<file path="src/rtl/l1d_line_responder_if.sv">
// l1d_line_responder_if: pipeline-side word port plus arbiter-side line port of the L1D responder
interface l1d_line_responder_if;
  logic         mem_read;
  logic         mem_write;
  logic [11:0]  mem_address;
  logic [3:0]   line_offset;
  logic [1:0]   mem_byte_enable;
  logic [15:0]  mem_wdata;
  logic [15:0]  mem_rdata;
  logic         mem_resp;
  logic         pmem_read;
  logic         pmem_write;
  logic [11:0]  pmem_address;
  logic [127:0] pmem_wdata;
  logic [15:0]  pmem_byte_sel;
  logic [127:0] pmem_rdata;
  logic         pmem_resp;
  modport master (
    output mem_read, mem_write, mem_address, line_offset, mem_byte_enable, mem_wdata,
    input  mem_rdata, mem_resp,
    input  pmem_read, pmem_write, pmem_address, pmem_wdata, pmem_byte_sel,
    output pmem_rdata, pmem_resp
  );
  modport slave (
    input  mem_read, mem_write, mem_address, line_offset, mem_byte_enable, mem_wdata,
    output mem_rdata, mem_resp,
    output pmem_read, pmem_write, pmem_address, pmem_wdata, pmem_byte_sel,
    input  pmem_rdata, pmem_resp
  );
endinterface

</file>
<file path="src/rtl/l1d_line_responder.sv">
// l1d_line_responder: direct-mapped write-through no-allocate line cache; L1D_PERF_COUNTERS_EN adds hit/miss counters
module l1d_line_responder #(
  parameter int NUM_LINES = 8
) (
  input logic clk,
  input logic reset_n,
  l1d_line_responder_if.slave bus
`ifdef L1D_PERF_COUNTERS_EN
  ,
  output logic [15:0] hit_count,
  output logic [15:0] miss_count
`endif
);
  localparam int IDX_W = $clog2(NUM_LINES);
  localparam int TAG_W = 12 - IDX_W;
  typedef enum logic [1:0] {IDLE, FILL, WRITE} state_t;
  state_t state_q, state_d;
  logic [NUM_LINES-1:0] valid_q, valid_d;
  logic [TAG_W-1:0] tag_q [NUM_LINES];
  logic [TAG_W-1:0] tag_d [NUM_LINES];
  logic [127:0] data_q [NUM_LINES];
  logic [127:0] data_d [NUM_LINES];
  logic [11:0] addr_q, addr_d;
  logic [IDX_W-1:0] idx, fidx;
  logic [2:0] w;
  logic [15:0] sel;
  logic hit;
  logic unused_ok;
  assign idx = bus.mem_address[IDX_W-1:0];
  assign fidx = addr_q[IDX_W-1:0];
  assign w = bus.line_offset[3:1];
  assign hit = valid_q[idx] && tag_q[idx] == bus.mem_address[11:IDX_W];
  assign sel = 16'(bus.mem_byte_enable) << {w, 1'b0};
  assign bus.pmem_wdata = {8{bus.mem_wdata}};
  assign unused_ok = bus.line_offset[0];
  always_comb begin
    state_d = state_q;
    valid_d = valid_q;
    tag_d = tag_q;
    data_d = data_q;
    addr_d = addr_q;
    bus.mem_resp = 1'b0;
    bus.mem_rdata = '0;
    bus.pmem_read = 1'b0;
    bus.pmem_write = 1'b0;
    bus.pmem_byte_sel = '0;
    bus.pmem_address = bus.mem_address;
    if (reset_n) begin
      case (state_q)
        IDLE: begin
          addr_d = bus.mem_address;
          if (bus.mem_write) state_d = WRITE;
          else if (bus.mem_read && hit) begin
            bus.mem_resp = 1'b1;
            bus.mem_rdata = data_q[idx][{w, 4'b0} +: 16];
          end else if (bus.mem_read) state_d = FILL;
        end
        // the fill address is latched so a dropped request still installs the right line
        FILL: begin
          bus.pmem_read = 1'b1;
          bus.pmem_address = addr_q;
          if (bus.pmem_resp) begin
            valid_d[fidx] = 1'b1;
            tag_d[fidx] = addr_q[11:IDX_W];
            data_d[fidx] = bus.pmem_rdata;
            state_d = IDLE;
          end
        end
        WRITE: begin
          bus.pmem_write = 1'b1;
          bus.pmem_byte_sel = sel;
          if (bus.pmem_resp) begin
            bus.mem_resp = 1'b1;
            if (hit)
              for (int i = 0; i < 16; i++)
                if (sel[i]) data_d[idx][8*i +: 8] = bus.pmem_wdata[8*i +: 8];
            state_d = IDLE;
          end
        end
        default: state_d = IDLE;
      endcase
    end
  end
  always_ff @(posedge clk) begin
    if (!reset_n) begin
      state_q <= IDLE;
      valid_q <= '0;
      addr_q <= '0;
    end else begin
      state_q <= state_d;
      valid_q <= valid_d;
      addr_q <= addr_d;
    end
  end
  always_ff @(posedge clk) begin
    tag_q <= tag_d;
    data_q <= data_d;
  end
`ifdef L1D_PERF_COUNTERS_EN
  logic [15:0] hit_q, hit_d, miss_q, miss_d;
  always_comb begin
    hit_d = (bus.mem_resp && state_q == IDLE && !(&hit_q)) ? hit_q + 16'd1 : hit_q;
    miss_d = (state_q == IDLE && state_d == FILL && !(&miss_q)) ? miss_q + 16'd1 : miss_q;
  end
  always_ff @(posedge clk) begin
    if (!reset_n) begin
      hit_q <= '0;
      miss_q <= '0;
    end else begin
      hit_q <= hit_d;
      miss_q <= miss_d;
    end
  end
  assign hit_count = hit_q;
  assign miss_count = miss_q;
`endif
endmodule

</file>
<file path="src/flat_wrapper.sv">
// flat-port wrapper written by rule: the top's interface ports become plain ports
module l1d_line_responder_flat 
#(
  parameter int NUM_LINES = 8
)
  (clk, reset_n, bus_mem_read, bus_mem_write, bus_mem_address, bus_line_offset, bus_mem_byte_enable, bus_mem_wdata, bus_mem_rdata, bus_mem_resp, bus_pmem_read, bus_pmem_write, bus_pmem_address, bus_pmem_wdata, bus_pmem_byte_sel, bus_pmem_rdata, bus_pmem_resp);
  l1d_line_responder_if bus_i ();
  input logic clk;
  input logic reset_n;
  input wire logic [$bits(bus_i.mem_read)-1:0] bus_mem_read;
  input wire logic [$bits(bus_i.mem_write)-1:0] bus_mem_write;
  input wire logic [$bits(bus_i.mem_address)-1:0] bus_mem_address;
  input wire logic [$bits(bus_i.line_offset)-1:0] bus_line_offset;
  input wire logic [$bits(bus_i.mem_byte_enable)-1:0] bus_mem_byte_enable;
  input wire logic [$bits(bus_i.mem_wdata)-1:0] bus_mem_wdata;
  output wire logic [$bits(bus_i.mem_rdata)-1:0] bus_mem_rdata;
  output wire logic [$bits(bus_i.mem_resp)-1:0] bus_mem_resp;
  output wire logic [$bits(bus_i.pmem_read)-1:0] bus_pmem_read;
  output wire logic [$bits(bus_i.pmem_write)-1:0] bus_pmem_write;
  output wire logic [$bits(bus_i.pmem_address)-1:0] bus_pmem_address;
  output wire logic [$bits(bus_i.pmem_wdata)-1:0] bus_pmem_wdata;
  output wire logic [$bits(bus_i.pmem_byte_sel)-1:0] bus_pmem_byte_sel;
  input wire logic [$bits(bus_i.pmem_rdata)-1:0] bus_pmem_rdata;
  input wire logic [$bits(bus_i.pmem_resp)-1:0] bus_pmem_resp;
  assign bus_i.mem_read = bus_mem_read;
  assign bus_i.mem_write = bus_mem_write;
  assign bus_i.mem_address = bus_mem_address;
  assign bus_i.line_offset = bus_line_offset;
  assign bus_i.mem_byte_enable = bus_mem_byte_enable;
  assign bus_i.mem_wdata = bus_mem_wdata;
  assign bus_mem_rdata = bus_i.mem_rdata;
  assign bus_mem_resp = bus_i.mem_resp;
  assign bus_pmem_read = bus_i.pmem_read;
  assign bus_pmem_write = bus_i.pmem_write;
  assign bus_pmem_address = bus_i.pmem_address;
  assign bus_pmem_wdata = bus_i.pmem_wdata;
  assign bus_pmem_byte_sel = bus_i.pmem_byte_sel;
  assign bus_i.pmem_rdata = bus_pmem_rdata;
  assign bus_i.pmem_resp = bus_pmem_resp;
  l1d_line_responder #(.NUM_LINES(NUM_LINES)) u_core (.clk(clk), .reset_n(reset_n), .bus(bus_i));
endmodule
</file>
<file path="config.mk">
export PLATFORM = sky130hd
export DESIGN_NAME = l1d_line_responder_flat
export DESIGN_NICKNAME = d
export VERILOG_FILES = /design/src/rtl/l1d_line_responder_if.sv /design/src/rtl/l1d_line_responder.sv /design/src/flat_wrapper.sv
export SDC_FILE = /design/constraint.sdc
export NUM_CORES = 2
export LEC_CHECK = 0
export CAP_MARGIN = 40
export CORE_MARGIN = 8
export CORE_UTILIZATION = 30
export DETAILED_ROUTE_END_ITERATION = 8
export PLACE_DENSITY = 0.47
export REMOVE_ABC_BUFFERS = 1
export SYNTH_ARGS = -nofsm -noshare
export SYNTH_HDL_FRONTEND = slang
export SYNTH_SLANG_ARGS = --single-unit
export TNS_END_PERCENT = 1
</file>
<file path="constraint.sdc">
create_clock -name clk -period 3.23 [get_ports clk]
set_clock_uncertainty 0.15 [all_clocks]
set_input_delay 0.4845 -clock clk [delete_from_list [all_inputs] [get_ports clk]]
set_output_delay 0.4845 -clock clk [all_outputs]
set_load 0.02 [all_outputs]
</file>
### Power grid

Bar = 100 µm. Pins as bars on the die edge.
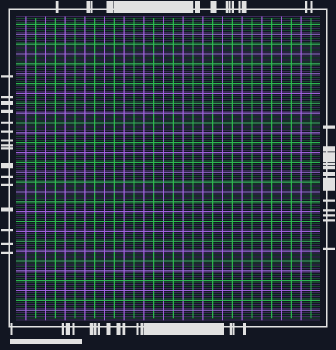
colour	net
green	VDD
purple	VSS
signal pins	342
met5 straps	30
met1 rails	155
met4 straps	30
core area: 175700 µm²
Die H: 436.1 µm

### Cells coloured by class

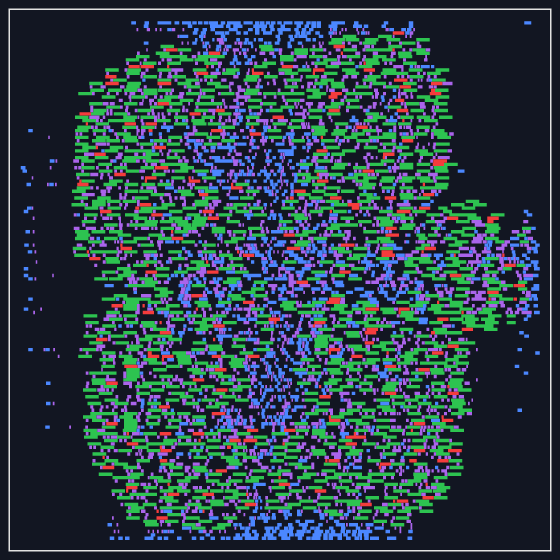
colour	class	cells	share of their area
blue	remaining buffers and delay cells	1149	17%
red	clock drivers and dummy loads	229	6.4%
green	registers	1118	50%
purple	remaining logic cells	2699	26%
std cell rows: 154
final core utilization: 39.41%
Seq area share: 48.16%
Finished Cell Area: 69260 µm²

==> Changelog: implementation <==
### Implementation results

* Final setup margin at -822.2 ps
* Drt pass-1 iters at 9
* Crit path depth at 14
* Top pwr grp: registers
* Hold WS at 51.96 ps
* Combinational gates at 2692
* Clk root buf: clkbuf_16
* Nonclk inv count at 7
* Clock sinks at between 1000 and 1500
* Post-CTS sizing at 198
* PortBufs at 340
* Fill count at 16950
* Yosys stat area at 52940 µm²
* Initial DRC count at 7851
* Regs by FF count: u_core.data_q (1024), u_core.tag_q (72), u_core.addr_q (12)
* Req. time, crit path at 2600 ps
* Met2 WL at 123500 µm
* TritonCTS Buffers at 130
* Leading cell kind: flip-flops and latches
* Slowest CP cell: a311o_1
* Top_reg_cell synth: edfxtp_1
* Area leader, netlist: edfxtp_1
* Cts hold-fix bufs at 0
* CP dominant cell by count: buf_4
* Syn Area/Cell at 12.05 µm²
* Failing checks: setup timing
* Hold Path Cell Cnt at 4
* Tool warnings at approximately 49
* I/O Pins at 342
* EDFF count, synth at 1096
* Slowest stage delay, CP at 400 ps
* Post-place setup slack at -1302 ps
* Data buffer area share at ~16%
* Setup violations, final at 1041
* Vias in the first global route at 45630
* Int Pwr at about 27 mW
* DR vias/cell at around 6.4
* Yosys cell count at 4392
* Post-synthesis cell type count at ~61
* Sequential group power at between 15 and 20 mW
* Synth Seq Share at 63.00%
* Top cells by area: edfxtp_1, o22ai_1, nand2_1
* Dpl cell area at 64230 µm²
* Status: complete, but fails checks
* Cell family with the largest share of critical-path delay: buffers and inverters
* Highest Signal Layer: met5
* R2r startpoint: u_core.tag_q[29]
* CTS tree: yes
* Synth top cell by count: o22ai_1
* Startpoint types: input port
* Yosys simple share at under 10%
* Tap Cells at ~2300
* Worst slew pin tran at between 1000 and 1500 ps
* Global routing met2 resource utilization at between 40 and 50%
* Top logic family: AND-OR/OR-AND gates
* WL/cell at roughly 38 µm
* Diodes inserted at 8
* PD cells at 539.0 nW/µm²
### Clock wires, drivers and flops

Bar = 100 µm.
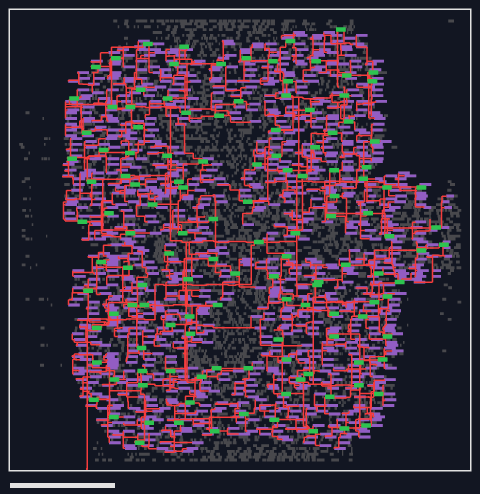
[green] clock-net drivers | count: 130
[red] clock wires | length: 15600 µm
[purple] flip-flops | count: 1118
routed clock nets	131
clk latency late pin: 790 ps
Power Clock: 15.3 mW
Clk pwr share: 41.0%

Power figures rest on the tool's default switching activity, not on a simulated workload.
